Design rgb_pattern_sequencer, sky130hd; sources not shown.
Fig. 1: routed metal, one color a layer
(4 px per um) Two of the layers only.
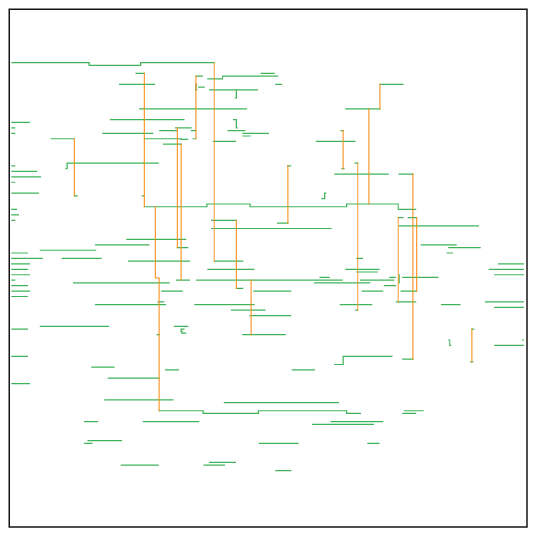
Key: metal 4 = orange [wire length 444 um]; metal 3 = green [wire length 1140 um]
GRT Total Usage: 26.4%
detailed-route wire length: 21000 um
number of vias in the routed layout: 6940
Wirelength per Cell: 18.8 um

Fig. 2: the metal 4 layer
(4 px per um) Supply wires on this layer in gray.
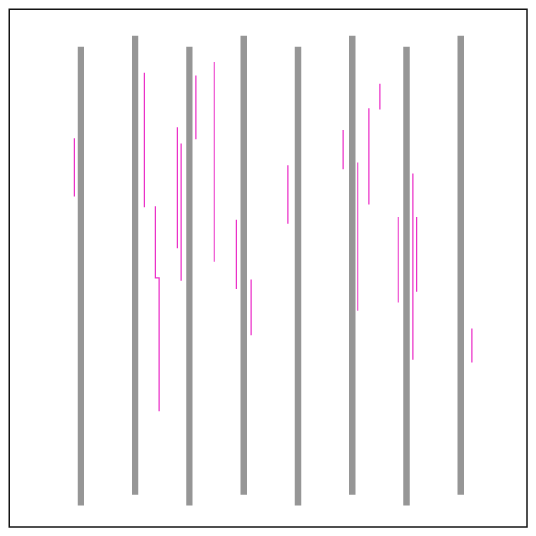
15 nets have wire on it. The wires run mostly vertical. The longest straight run is 49.6 um. The layer carries 444 um of wire. The layer holds 2.1% of the routed length.

Fig. 3: sequential cells grouped by signal name
(4 px per um) Other sequential cells in the stronger gray, the rest of the logic in the fainter gray.
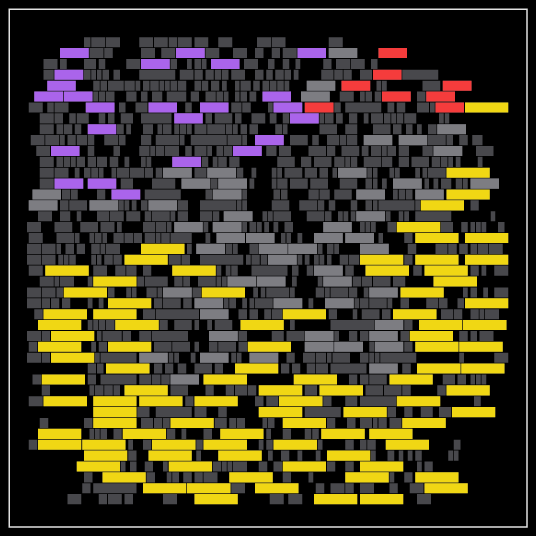
Key: tbl_q = yellow [flops 96]; u_pwm.cnt_q = red [flops 8, where upper right]; hold_q = purple [flops 24]
Another 57 sequential cells are not colored.
sequential power: 0.924 mW
flip-flop and latch area: 0.00466 mm2
flop share of the area: 45.9%

==> CHANGELOG.md <==
## Flow update

* Number of remaining DRC errors at 0
* Net switching share of the total power at 23.9%
* Stages on the worst setup path at 11
* Top power consumer group: registers
* Die H at 129 um
* CTS root buf: clkbuf_16
* Leakage power figure at 3.65 nW
* Most frequently placed logic cell in the final layout: nand2_1
* Hold-fix buffers at CTS at 0
* Setup Viol. Count Final at 0
* Mean instance size in the synthesized netlist at 9.90 um2
* Worst IR drop on VDD at 0.126 mV
* Clock Path Buffers at 2
* Busiest grt layer: met2
* P_clk at 0.763 mW
* Post-CTS resize count at 0
* Cells in synth_stat.txt at 889
* Non-clock buffering overhead at 7.06%
* Count of nets after finishing at 1006
* Number of max-slew violations in the final report at 0
* Cells on worst reg2reg path at 6
* Number of filler cells placed in the layout at 1039
* Largest contributor to cell area by class: sequential cells
* Layout multi-input combinational cell count at 605
* Buffers on Ports at 64
* Core Footprint at 0.0141 mm2
* Initial Util at 62.4%
* Share of the synthesized area in the top cell type at 32.8%
* Wire length of the first global-routing pass at 34900 um
* ANT nets after route at 0
* Routed length on met2 at 10600 um
* DRC marker count from the first detailed-route iteration at 608
* Run status: completed
* M1 wire length at 8840 um
* Count of synthesis-stage warnings from yosys at 0
* Number of antenna violations at the first check in global routing at 0
* Number of global-route vias before repair at 6972
* Detailed placer's ending HPWL at 13700 um
* Normalized max-slew margin at 17.7%
* Flip-flop and latch count after synthesis at 185
* Clock transition at the registers of the reported paths at 70 ps
* Logic share of the area at 37.2%
* Depth of the CTS H-tree at 4
* Count of flip-flops with a built-in enable after synthesis at 96
* Setup repair after global routing missed its margin: false
* Post-route design area at 0.0102 mm2
## cells by family (layout without fill, tap and decap cells)
kind of cell / count (synthesis) / in the layout / synth area share [%]
flip-flops: 185 / 185 / 53.0
buffers and inverters: 99 / 144 / 4.42
XOR/XNOR: 6 / 6 / 0.597
adder cells (fa/ha/maj): 29 / 29 / 4.10
AND-OR/OR-AND: 176 / 176 / 14.8
AND/OR/NAND/NOR: 391 / 391 / 22.7
other: 0 / 1 / 0
multiplexers: 3 / 3 / 0.341
## stage by stage
step                instances  utilization (%)  hold slack, ps  worst slack [ps]
CTS                      1113             72.0             457              3200
finish                   1115             72.1             455              3180
global route             1114             72.1             478              2940
global placement         1081             67.5             441              2940
floorplan                 827                -             417              3260
detailed placement       1081             67.5             448              2770
Power is estimated from default activity; no workload was simulated.
